**src/rtl/fetch_issue_unit_pkg.sv**
```systemverilog
// Shared definitions for the fetch/issue unit and the control decoder.
package fetch_issue_unit_pkg;

  // Opcodes the control decoder understands.
  localparam logic [6:0] OP_RTYPE  = 7'b0110011;
  localparam logic [6:0] OP_STORE  = 7'b0100011;
  localparam logic [6:0] OP_LOAD   = 7'b0000011;
  localparam logic [6:0] OP_BRANCH = 7'b1100011;

  // Fetch FSM encoding.
  localparam logic [1:0] ST_IDLE  = 2'd0;
  localparam logic [1:0] ST_REQ   = 2'd1;
  localparam logic [1:0] ST_ISSUE = 2'd2;
  localparam logic [1:0] ST_FAULT = 2'd3;

  // Sequential PC increment in bytes.
  localparam int unsigned PC_STEP = 4;

  // Width of the fetch timeout counter.
  localparam int unsigned CNT_W = 4;

  // True when the opcode belongs to the supported instruction subset.
  function automatic logic is_legal_op(input logic [6:0] op);
    return (op == OP_RTYPE) || (op == OP_STORE) ||
           (op == OP_LOAD)  || (op == OP_BRANCH);
  endfunction

endpackage

```
**src/rtl/fetch_issue_unit_next_pc_calc.sv**
```systemverilog
// Next-PC calculation: B-immediate extraction, target adder, misalignment check.
module fetch_issue_unit_next_pc_calc
  import fetch_issue_unit_pkg::*;
#(
  parameter int unsigned ADDR_W = 32
) (
  input  logic [ADDR_W-1:0] pc,
  input  logic [31:0]       instr,
  input  logic              take,
  output logic [ADDR_W-1:0] next_pc_c,
  output logic              misaligned_c
);

  logic [12:0]       imm_b;
  logic [ADDR_W-1:0] imm_ext;
  logic [ADDR_W-1:0] target;
  logic              unused_instr_bits;

  // B-type immediate, sign-extended to the address width; adds wrap modulo 2^ADDR_W.
  always_comb begin
    imm_b        = {instr[31], instr[7], instr[30:25], instr[11:8], 1'b0};
    imm_ext      = {{(ADDR_W-13){imm_b[12]}}, imm_b};
    target       = pc + imm_ext;
    next_pc_c    = take ? target : (pc + ADDR_W'(PC_STEP));
    misaligned_c = take && target[1];
  end

  // Opcode/register fields do not contribute to the immediate.
  assign unused_instr_bits = ^{instr[24:12], instr[6:0]};

endmodule

```
**src/rtl/fetch_issue_unit.sv**
```systemverilog
// Fetch/issue unit: fetches instructions over a req/ack port, presents them
// under valid/ready, and steps the PC (sequential or taken branch).
// Optional build macro FETCH_ILLEGAL_OP_EN adds the illegal_op output and
// faults on acceptance of an unsupported opcode.
module fetch_issue_unit
  import fetch_issue_unit_pkg::*;
#(
  parameter int unsigned       ADDR_W   = 32,
  parameter logic [ADDR_W-1:0] RESET_PC = '0,
  parameter int unsigned       MAX_WAIT = 15
) (
  input  logic              clock,
  input  logic              reset,
  output logic              imem_req,
  output logic [ADDR_W-1:0] imem_addr,
  input  logic [31:0]       imem_rdata,
  input  logic              imem_ack,
  output logic [31:0]       instr,
  output logic [6:0]        opcode,
  output logic              instr_valid,
  input  logic              instr_ready,
  input  logic              branch,
  input  logic              zero,
  output logic [ADDR_W-1:0] pc,
`ifdef FETCH_ILLEGAL_OP_EN
  output logic              illegal_op,
`endif
  output logic              fault
);

  logic [1:0]        state_q, state_d;
  logic [ADDR_W-1:0] pc_q, pc_d;
  logic [31:0]       instr_q, instr_d;
  logic [6:0]        opcode_q, opcode_d;
  logic [CNT_W-1:0]  wait_cnt_q, wait_cnt_d;
  logic              fault_q, fault_d;
  logic              imem_req_q, imem_req_d;
  logic [ADDR_W-1:0] imem_addr_q, imem_addr_d;
  logic              instr_valid_q, instr_valid_d;
  logic              illegal_op_q, illegal_op_d;

  logic              take_c;
  logic [ADDR_W-1:0] next_pc_c;
  logic              misaligned_c;

  assign take_c = branch && zero;

  fetch_issue_unit_next_pc_calc #(
    .ADDR_W (ADDR_W)
  ) u_next_pc_calc (
    .pc           (pc_q),
    .instr        (instr_q),
    .take         (take_c),
    .next_pc_c    (next_pc_c),
    .misaligned_c (misaligned_c)
  );

  // Next-state logic; outputs are registered from the next state so they
  // line up with the state they describe.
  always_comb begin
    state_d    = state_q;
    pc_d       = pc_q;
    instr_d    = instr_q;
    wait_cnt_d = wait_cnt_q;
    fault_d    = fault_q;

    case (state_q)
      ST_IDLE: state_d = ST_REQ;

      ST_REQ: begin
        if (imem_ack) begin
          instr_d    = imem_rdata;
          wait_cnt_d = '0;
          state_d    = ST_ISSUE;
        end else if (wait_cnt_q == CNT_W'(MAX_WAIT)) begin
          fault_d = 1'b1;
          state_d = ST_FAULT;
        end else begin
          wait_cnt_d = wait_cnt_q + CNT_W'(1);
        end
      end

      ST_ISSUE: begin
        if (instr_ready) begin
          if (misaligned_c || illegal_op_q) begin
            fault_d = 1'b1;
            state_d = ST_FAULT;
          end else begin
            pc_d    = next_pc_c;
            state_d = ST_REQ;
          end
        end
      end

      ST_FAULT: state_d = ST_FAULT;

      default: state_d = ST_IDLE;
    endcase

    imem_req_d    = (state_d == ST_REQ);
    imem_addr_d   = imem_req_d ? pc_d : '0;
    instr_valid_d = (state_d == ST_ISSUE);
    opcode_d      = instr_d[6:0];
`ifdef FETCH_ILLEGAL_OP_EN
    illegal_op_d  = instr_valid_d && !is_legal_op(instr_d[6:0]);
`else
    illegal_op_d  = 1'b0;
`endif
  end

  // State and output registers, synchronous reset.
  always_ff @(posedge clock) begin
    if (reset) begin
      state_q       <= ST_IDLE;
      pc_q          <= RESET_PC;
      instr_q       <= '0;
      opcode_q      <= '0;
      wait_cnt_q    <= '0;
      fault_q       <= 1'b0;
      imem_req_q    <= 1'b0;
      imem_addr_q   <= '0;
      instr_valid_q <= 1'b0;
      illegal_op_q  <= 1'b0;
    end else begin
      state_q       <= state_d;
      pc_q          <= pc_d;
      instr_q       <= instr_d;
      opcode_q      <= opcode_d;
      wait_cnt_q    <= wait_cnt_d;
      fault_q       <= fault_d;
      imem_req_q    <= imem_req_d;
      imem_addr_q   <= imem_addr_d;
      instr_valid_q <= instr_valid_d;
      illegal_op_q  <= illegal_op_d;
    end
  end

  assign imem_req    = imem_req_q;
  assign imem_addr   = imem_addr_q;
  assign instr       = instr_q;
  assign opcode      = opcode_q;
  assign instr_valid = instr_valid_q;
  assign pc          = pc_q;
  assign fault       = fault_q;
`ifdef FETCH_ILLEGAL_OP_EN
  assign illegal_op  = illegal_op_q;
`endif

endmodule
```
**config.mk**
```make
export PLATFORM = sky130hd
export DESIGN_NAME = fetch_issue_unit
export DESIGN_NICKNAME = d
export VERILOG_FILES = /design/src/rtl/fetch_issue_unit_pkg.sv /design/src/rtl/fetch_issue_unit_next_pc_calc.sv /design/src/rtl/fetch_issue_unit.sv
export SDC_FILE = /design/constraint.sdc
export NUM_CORES = 1
export LEC_CHECK = 0
export CAP_MARGIN = 25
export CORE_MARGIN = 2
export CORE_UTILIZATION = 40
export DETAILED_ROUTE_END_ITERATION = 7
export GPL_ROUTABILITY_DRIVEN = 0
export PLACE_DENSITY = 0.79
export SYNTH_ARGS = -nofsm -noshare
export SYNTH_HDL_FRONTEND = slang
export SYNTH_SLANG_ARGS = --single-unit
```
**constraint.sdc**
```tcl
create_clock -name clock -period 3.36 [get_ports clock]
set_clock_uncertainty 0.15 [all_clocks]
set_input_delay 0.336 -clock clock [delete_from_list [all_inputs] [get_ports clock]]
set_output_delay 0.336 -clock clock [all_outputs]
set_load 0.1 [all_outputs]
```
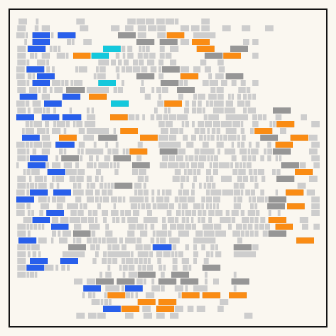
run_1/ff_map.png
Other sequential cells in the stronger grey, the rest of the logic in the fainter grey.
[`wait_cnt_q`] cyan | flops: 4
[`instr`] blue | flops: 32 | where: a column on the left
[`imem_addr`] orange | flops: 31
not coloured: 36
Reg area: 0.00207 mm2
fraction of area in registers: 27.0%

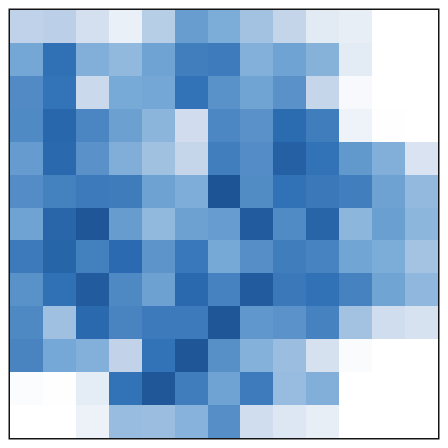
run_1/util_map.png
The die is cut into 13 by 13 equal tiles; white is low, dark blue is high, 0 to 100% covered.
mean over tiles: 47%
fullest tile: 86%
tiles over 75% full: 11%
nearly empty tiles: 11%
FP Util: 40.9%
Final Util: 52.9%

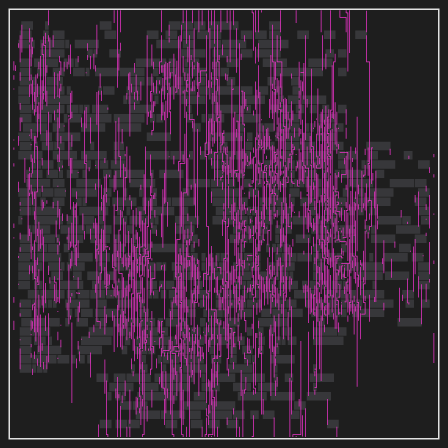
run_1/m2.png
nets with wire on the layer: 807
main direction: vertical
DR vias: 6093
GRT met2 Usage: 35.9%
WL final: 17.2 mm

==> impl_metrics.env, run 1 <==
# yosys + openroad results
export IMPL_drtPass1Iterations=5
export IMPL_largest_reg_flops=32
export IMPL_postSynthSeqShare_pct=34.9
export IMPL_ys_warn_count=0
export IMPL_hold_path_startpoint="instr[18]"
export IMPL_postRouteAntennaNets=0
export IMPL_yosys_area_mm2=0.00592
export IMPL_hpwl_mm=12.4
export IMPL_num_antenna_cells=0
export IMPL_grt_pass1_vias=5652
export IMPL_rr_worst_depth=11
export IMPL_tritoncts="yes"
export IMPL_tightest_slew_ns=0.998
export IMPL_post_cts_buffers=0
export IMPL_min_period_over_period_pct=92.1
export IMPL_r2r_end="pc[25]"
export IMPL_dp_slack_ns=0.290
export IMPL_die_area_mm2=0.0158
export IMPL_insertion_delay_ns=0.36
export IMPL_clk_pin_slew_worst_paths_ns=0.08
export IMPL_cts_resized=0
export IMPL_avgSynthCellArea_um2=7.75
export IMPL_drive_above_1_share_pct=8.60
export IMPL_antenna_found_initial=0
export IMPL_cts_buffers=9
export IMPL_synth_seq_cells=103
export IMPL_hold_viol=0
export IMPL_run_status="finished clean"
export IMPL_netlist_area_mm2=0.00592
export IMPL_finalMaxSlewViolations=0
export IMPL_synth_area_leader_cell="dfxtp_1"
export IMPL_slowest_stage="fa_1"
export IMPL_whs_ns=0.304
export IMPL_grt_max_degree=75
export IMPL_drc_errors=0
export IMPL_area_leaders="dfxtp_1 (35%), a21oi_1 (7.7%), ha_1 (6.8%)"
export IMPL_ys_cells=763
export IMPL_max_freq_ghz=0.323
export IMPL_die_height_um=126
export IMPL_power_density_mw_per_mm2=378
export IMPL_slowest_delay_ns=0.40
export IMPL_slew_limit_headroom_pct=33.3
export IMPL_cts_sinks=103
export IMPL_path_cells="ha_1 -> inv_1 -> fa_1 -> nand2b_1 -> a21oi_2 -> o21ai_0 -> a211oi_1 -> o211ai_1 -> a21bo_2 -> a311oi_1 -> nor3_1"
export IMPL_area_growth_pct=29.4
export IMPL_rows=44
export IMPL_cp_max_fo=5
export IMPL_synth_cells=763
export IMPL_ios=144
export IMPL_h_tree_depth=3
[run 1: area by class of cell]
class	instances	area, um2
fill	1387	6830
multi-input combinational	599	3550
sequential	103	2070
timing repair buffer	157	1470
tap	184	230
clock buffer	9	225
clock inverter	7	75.1
inverter	9	33.8
[run 1: synthesized netlist by cell type, types with 3 or more instances]
cell and instances:
a211oi_1 11, ha_1 32, o21ai_1 6, nor4_1 3
clkbuf_1 33, and2_1 10, o21a_1 3, a22oi_1 3
o22ai_1 9, nand2b_1 10, a21oi_1 91, nor3b_1 5
and3_1 9, o31ai_1 4, nor2b_1 9, inv_1 8
nand3_1 23, or3_1 6, a31oi_1 8, a211o_1 3
mux2i_1 4, o21bai_1 3, nand4_1 17, nor2_1 83
buf_1 3, a21o_1 11, and4_1 7, o21ai_0 30
a21oi_2 3, nor3_1 24, buf_4 10, nand2_1 105
o211ai_1 6, xnor2_1 16, xor2_1 6, dfxtp_1 103
[run 1: layout by cell type, fill, tap and decap left out, types with 10 or more instances in the layout]
cell type          n
a21oi_1           91
nand2b_1          10
o21ai_0           30
buf_4             37
dfxtp_1           98
nor2_1            83
ha_1              32
nand3_1           23
nand4_1           17
nor3_1            24
a211oi_1          11
and2_1            10
nand2_1          105
xnor2_1           16
clkdlybuf4s50_1  119
a21o_1            11
[run 1: worst register-to-register path: cells and delay by family (launching register included)]
family / cells / cell delay [ns]
AND-OR/OR-AND: 6 / 1.53
adder cells (fa/ha/maj): 2 / 0.59
buffers and inverters: 1 / 0.06
flip-flops: 1 / 0.34
AND/OR/NAND/NOR: 2 / 0.27
[run 1: worst max-delay path by stage]
| stage | from | endpoint | slack, ns | cells past startpoint |
|---|---|---|---|---|
| 2_1_floorplan | pc[1] | imem_addr[31] | 0.05 | 11 |
| 3_3_place_gp | instr[8] | imem_addr[31] | 0.36 | 11 |
| 3_5_place_dp | pc[1] | pc[31] | 0.29 | 11 |
| 4_1_cts | pc[1] | pc[31] | 0.25 | 11 |
| 5_1_grt | instr[8] | pc[29] | 0.07 | 11 |
| 6_report | instr[8] | pc[25] | 0.27 | 11 |
[run 1: routing by layer]
metal,global-route usage [%],wire (um),vias up
met5,0,0,-
met4,6.60,281,0
met3,6.46,1500,22
met2,35.9,8010,264
met1,27.6,7430,2840
li1,-,-,2967
[run 1: report_power, final]
part           internal, mW  leakage (nW)  switching (mW)
Combinational         0.156          1.92           0.405
Sequential             1.25         0.836          0.0283
Clock                 0.526         0.143           0.526
Total                  1.93          2.90           0.960
[run 1: stage by stage]
stage,cells,power (mW),cell area (um2)
2_1_floorplan,764,1.72,5930
3_3_place_gp,1052,1.86,7350
3_5_place_dp,1052,1.87,7350
4_1_cts,1068,2.92,7650
5_1_grt,1068,3.01,7650
6_report,1068,2.89,7650
[run 1: logic make-up (layout without fill, tap and decap cells)]
logic type,count (synthesis),count (layout),synth area share [%]
AOI/OAI and AO/OA,218,218,23.2
xor gates and xnor gates,22,22,3.26
adders and majority gates,33,33,7.11
buffers and inverters,62,182,5.27
DFF,103,103,34.9
muxes,5,5,0.867
other,1,2,0.0634
and+or+nand+nor,319,319,25.4
run_1/m1.png
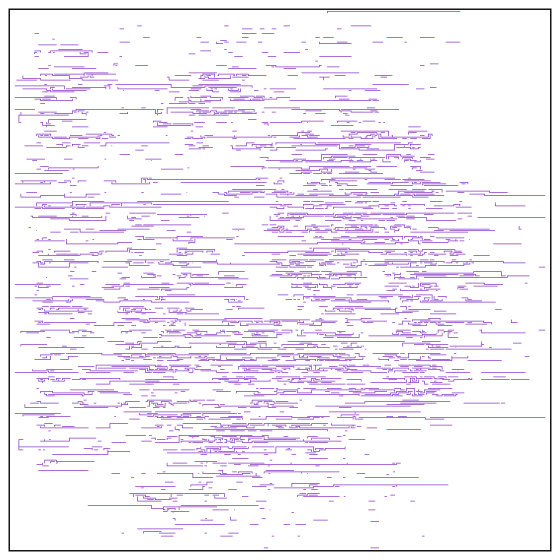

==> inputs of run 2 (changes only) <==
--- a/config.mk
+++ b/config.mk
@@ -10,6 +10,7 @@
 export CORE_UTILIZATION = 40
 export DETAILED_ROUTE_END_ITERATION = 7
 export GPL_ROUTABILITY_DRIVEN = 0
+export MAX_ROUTING_LAYER = met4
 export PLACE_DENSITY = 0.79
 export SYNTH_ARGS = -nofsm -noshare
 export SYNTH_HDL_FRONTEND = slang
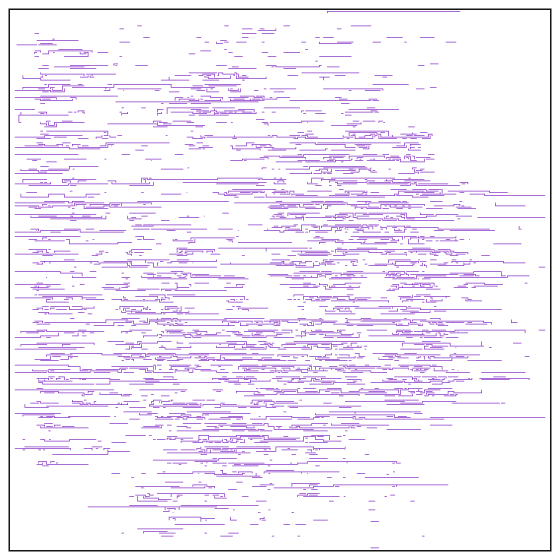
run_2/m1.png
share of all routed wire: 45%
nets with wire on the layer: 845
wire length on this layer: 7730 um
main direction: horizontal

==> run 2 against run 1 <==
Compared with the run above:
- register-to-register slack hardly changed
- power increased by 0.13%
- critical path type unchanged
- synthesized area did not move
==> impl_metrics.env, run 2 <==
# yosys + openroad results
export IMPL_ys_top_cells_by_count="nand2_1 (105), dfxtp_1 (103), a21oi_1 (91)"
export IMPL_p_sw_share_pct=33.3
export IMPL_layout_top_cell="clkdlybuf4s50_1"
export IMPL_h_tree_depth=3
export IMPL_ys_cells=763
export IMPL_slew_limit_headroom_pct=33.0
export IMPL_max_freq_ghz=0.323
export IMPL_vias=6048
export IMPL_drive_above_1_share_pct=8.60
export IMPL_cts_resized=0
export IMPL_p_int_mw=1.93
export IMPL_clk_pin_slew_worst_paths_ns=0.08
export IMPL_tritoncts="yes"
export IMPL_postRouteAntennaNets=0
export IMPL_p_clk_share_pct=36.5
export IMPL_p_seq_share_pct=44.1
export IMPL_netlist_area_mm2=0.00592
export IMPL_die_height_um=126
export IMPL_hpwl_mm=12.4
export IMPL_antenna_found_initial=0
export IMPL_hold_viol=0
export IMPL_ios=144
export IMPL_min_period_over_period_pct=92.1
export IMPL_p_switching_mw=0.964
export IMPL_combGateArea_mm2=0.00355
export IMPL_grt_pass1_vias=5659
export IMPL_rows=44
export IMPL_final_seq_area_mm2=0.00207
export IMPL_ys_warn_count=0
export IMPL_cp_max_fo=5
export IMPL_avgSynthCellArea_um2=7.75
export IMPL_run_status="finished clean"
export IMPL_lay_top_cells="clkdlybuf4s50_1 (119), nand2_1 (105), dfxtp_1 (98), a21oi_1 (91), nor2_1 (83)"
export IMPL_grt_max_degree=75
export IMPL_cts_buffers=9
export IMPL_post_cts_buffers=0
export IMPL_die_area_mm2=0.0158
export IMPL_totalWireLength_mm=17.3
export IMPL_finalMaxSlewViolations=0
## run 2: cell counts in the layout (fill, tap and decap cells not counted)
No cell type changed its count.
## run 2: per-layer routing
layer / vias to the layer above / GRT usage (%) / routed length, um / share of wire (%)
met1: 2817 / 28.6 / 7730 / 45
met2: 252 / 36.2 / 8050 / 47
met5: - / - / 0 / 0
li1: 2956 / - / - / -
met3: 23 / 4.67 / 1200 / 6.9
met4: 0 / 6.41 / 286 / 1.7
## run 2: final timing paths
| check | from | endpoint | slack (ns) | cells past startpoint |
|---|---|---|---|---|
| worst max-delay path | pc[1] | pc[31] | 0.27 | 11 |
| worst min-delay path | instr[18] | instr[18] | 0.30 | 2 |
| worst max register to register | pc[1] | pc[31] | 0.27 | 11 |
| worst min register to register | instr[18] | instr[18] | 0.30 | 2 |
## run 2: logic make-up (layout without fill, tap and decap cells)
| group | count (synthesis) | after routing | synth area share [%] |
|---|---|---|---|
| mux | 5 | 5 | 0.867 |
| flops | 103 | 103 | 34.9 |
| fa+ha+maj | 33 | 33 | 7.11 |
| xor+xnor | 22 | 22 | 3.26 |
| compound gates | 218 | 218 | 23.2 |
| buf+inv | 62 | 182 | 5.27 |
| other cells | 1 | 2 | 0.0634 |
| simple gates | 319 | 319 | 25.4 |
## run 2: cell type report
cell class,instances,area share [%]
clock inverter,7,0.981
sequential,103,27.0
multi-input combinational,599,46.3
tap,184,3.01
clock buffer,9,2.94
inverter,9,0.441
timing repair buffer,157,19.3
## run 2: power groups by stage
| stage | Sequential (mW) | Clock, mW | Combinational [mW] |
|---|---|---|---|
| floorplan | 1.49 | 0 | 0.223 |
| global placement | 1.31 | 0 | 0.558 |
| detailed placement | 1.31 | 0 | 0.560 |
| CTS | 1.28 | 1.08 | 0.562 |
| global route | 1.28 | 1.13 | 0.595 |
| finish | 1.28 | 1.06 | 0.562 |
## run 2: stage by stage
stage               cell area [um2]  std cells  util [%]  power [mW]  hold slack (ns)
floorplan                      5930        764         -        1.72            0.315
global placement               7350       1052      50.8        1.86            0.291
detailed placement             7350       1052      50.8        1.87            0.296
CTS                            7650       1068      52.9        2.92            0.306
global route                   7650       1068      52.9        3.01            0.322
finish                         7650       1068      52.9        2.90            0.304
## run 2: worst max-delay path, stage by stage (launching register included)
cell,delay [ns]
dfxtp_2,0.34
ha_1,0.19
inv_1,0.06
fa_1,0.40
nand2b_1,0.19
a21oi_2,0.24
o21ba_4,0.20
a21oi_2,0.08
o31a_1,0.30
or4_4,0.50
a211o_1,0.32
nand2_1,0.06
run_2/ff_map.png
Other sequential cells in the stronger grey, the rest of the logic in the fainter grey.
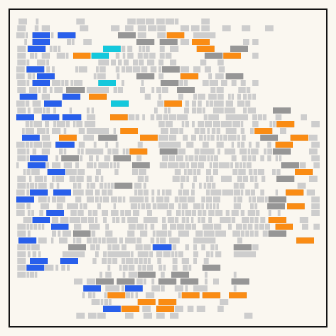

==> inputs of run 3 (changes only) <==
--- a/config.mk
+++ b/config.mk
@@ -6,7 +6,6 @@
 export NUM_CORES = 1
 export LEC_CHECK = 0
 export CAP_MARGIN = 25
-export CORE_MARGIN = 2
 export CORE_UTILIZATION = 40
 export DETAILED_ROUTE_END_ITERATION = 7
 export GPL_ROUTABILITY_DRIVEN = 0
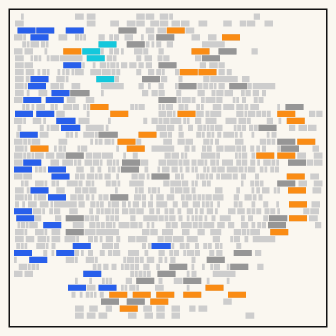
run_3/ff_map.png
Other sequential cells in the stronger grey, the rest of the logic in the fainter grey.
[`wait_cnt_q`] cyan | flops: 4
[`instr`] blue | flops: 32 | where: a column on the left
[`imem_addr`] orange | flops: 31
not coloured: 36

==> run 3 against run 2 <==
Compared with the run above:
- sequential share of layout area about the same
- power increased by 0.77%
- design area increased by 0.15%
- count of clock-buffer cells in the layout increased by 2
- fmax about the same
- synthesized cell count unchanged
- critical path depth unchanged
- final cell count about the same
- register-to-register slack about the same
- first-iteration DRC count decreased by 7.4%
- non-clock buffer count increased by 1
- combinational power increased by 0.7%
==> impl_metrics.env, run 3 <==
# yosys + openroad results
export IMPL_run_status="finished clean"
export IMPL_post_cts_buffers=0
export IMPL_slew_limit_headroom_pct=31.7
export IMPL_p_clk_share_pct=36.8
export IMPL_fin_cells=1069
export IMPL_placed_cell_area_mm2=0.00736
export IMPL_lay_top_cells="clkdlybuf4s50_1 (119), nand2_1 (105), dfxtp_1 (98), a21oi_1 (91), nor2_1 (83)"
export IMPL_drive_above_1_share_pct=8.59
export IMPL_max_freq_ghz=0.323
export IMPL_crit_top_cell="a21oi_2"
export IMPL_critical_path_buf_inv_count=1
export IMPL_hold_viol=0
export IMPL_hpwl_mm=12.6
export IMPL_ys_top_cells_by_count="nand2_1 (105), dfxtp_1 (103), a21oi_1 (91)"
export IMPL_finalInstanceArea_mm2=0.00766
export IMPL_ys_warn_count=0
export IMPL_p_switching_mw=0.923
export IMPL_grt_max_degree=75
export IMPL_dpl_cell_count=1053
export IMPL_tritoncts="yes"
export IMPL_finalMaxSlewViolations=0
export IMPL_slowest_stage="or4_4"
export IMPL_postRouteAntennaNets=0
export IMPL_h_tree_depth=3
export IMPL_min_period_over_period_pct=92.1
export IMPL_p_sw_share_pct=31.6
export IMPL_path_cells="ha_1 -> inv_1 -> fa_1 -> nand2b_1 -> a21oi_2 -> o21ba_4 -> a21oi_2 -> o31a_1 -> or4_4 -> a211o_1 -> nand2_1"
export IMPL_cts_buffers=9
export IMPL_layout_top_cell="clkdlybuf4s50_1"
export IMPL_p_int_mw=2.00
export IMPL_critPathTopFamily="AND-OR/OR-AND gates"
export IMPL_grt_pass1_vias=5603
## run 3: logic make-up (layout without fill, tap and decap cells)
logic type,after synthesis,count (layout),synth area share [%]
fa+ha+maj,33,33,7.11
mux,5,5,0.867
buf+inv,62,183,5.27
xor+xnor,22,22,3.26
other cells,1,2,0.0634
compound gates,218,218,23.2
flops,103,103,34.9
simple gates,319,319,25.4
## run 3: power by group through the flow
stage | Combinational [mW] | Sequential (mW) | Clock [mW]
after global routing | 0.597 | 1.28 | 1.15
after CTS | 0.564 | 1.28 | 1.10
after detailed placement | 0.562 | 1.31 | 0
after floorplan | 0.223 | 1.49 | 0
final | 0.566 | 1.28 | 1.07
after global placement | 0.559 | 1.31 | 0
## run 3: worst paths after layout
path / from / end / slack (ns) / depth (start not counted)
worst max-delay path: pc[1] / pc[31] / 0.27 / 11
worst min-delay path: reset / imem_addr[7] / 0.21 / 3
worst max register to register: pc[1] / pc[31] / 0.27 / 11
worst min register to register: instr[21] / instr[21] / 0.31 / 2
## run 3: worst min-delay path, delay by kind of cell
kind          cells  cell delay [ns]
simple gates      2             0.24
buf+inv           1             0.09
## run 3: layout make-up
| cell class | count | area share, % |
|---|---|---|
| Sequential cell | 103 | 27.0 |
| Tap cell | 184 | 3.00 |
| Clock inverter | 5 | 0.865 |
| Clock buffer | 11 | 3.04 |
| Timing Repair Buffer | 158 | 19.3 |
| Multi-Input combinational cell | 599 | 46.3 |
| Inverter | 9 | 0.441 |
## run 3: routing by layer
| layer | track usage, % | wire (um) | up-vias |
|---|---|---|---|
| met5 | - | 0 | - |
| met4 | 8.58 | 332 | 0 |
| met3 | 5.91 | 1440 | 27 |
| met2 | 37.4 | 8010 | 281 |
| met1 | 30.2 | 7550 | 2763 |
| li1 | - | - | 2960 |
## run 3: per-stage QoR
step                power (mW)  util [%]
floorplan                 1.72         -
global placement          1.86      50.8
detailed placement        1.87      50.8
CTS                       2.94      52.9
global route              3.02      52.9
finish                    2.92      52.9
Power figures rest on the tool's default switching activity, not on a simulated workload.
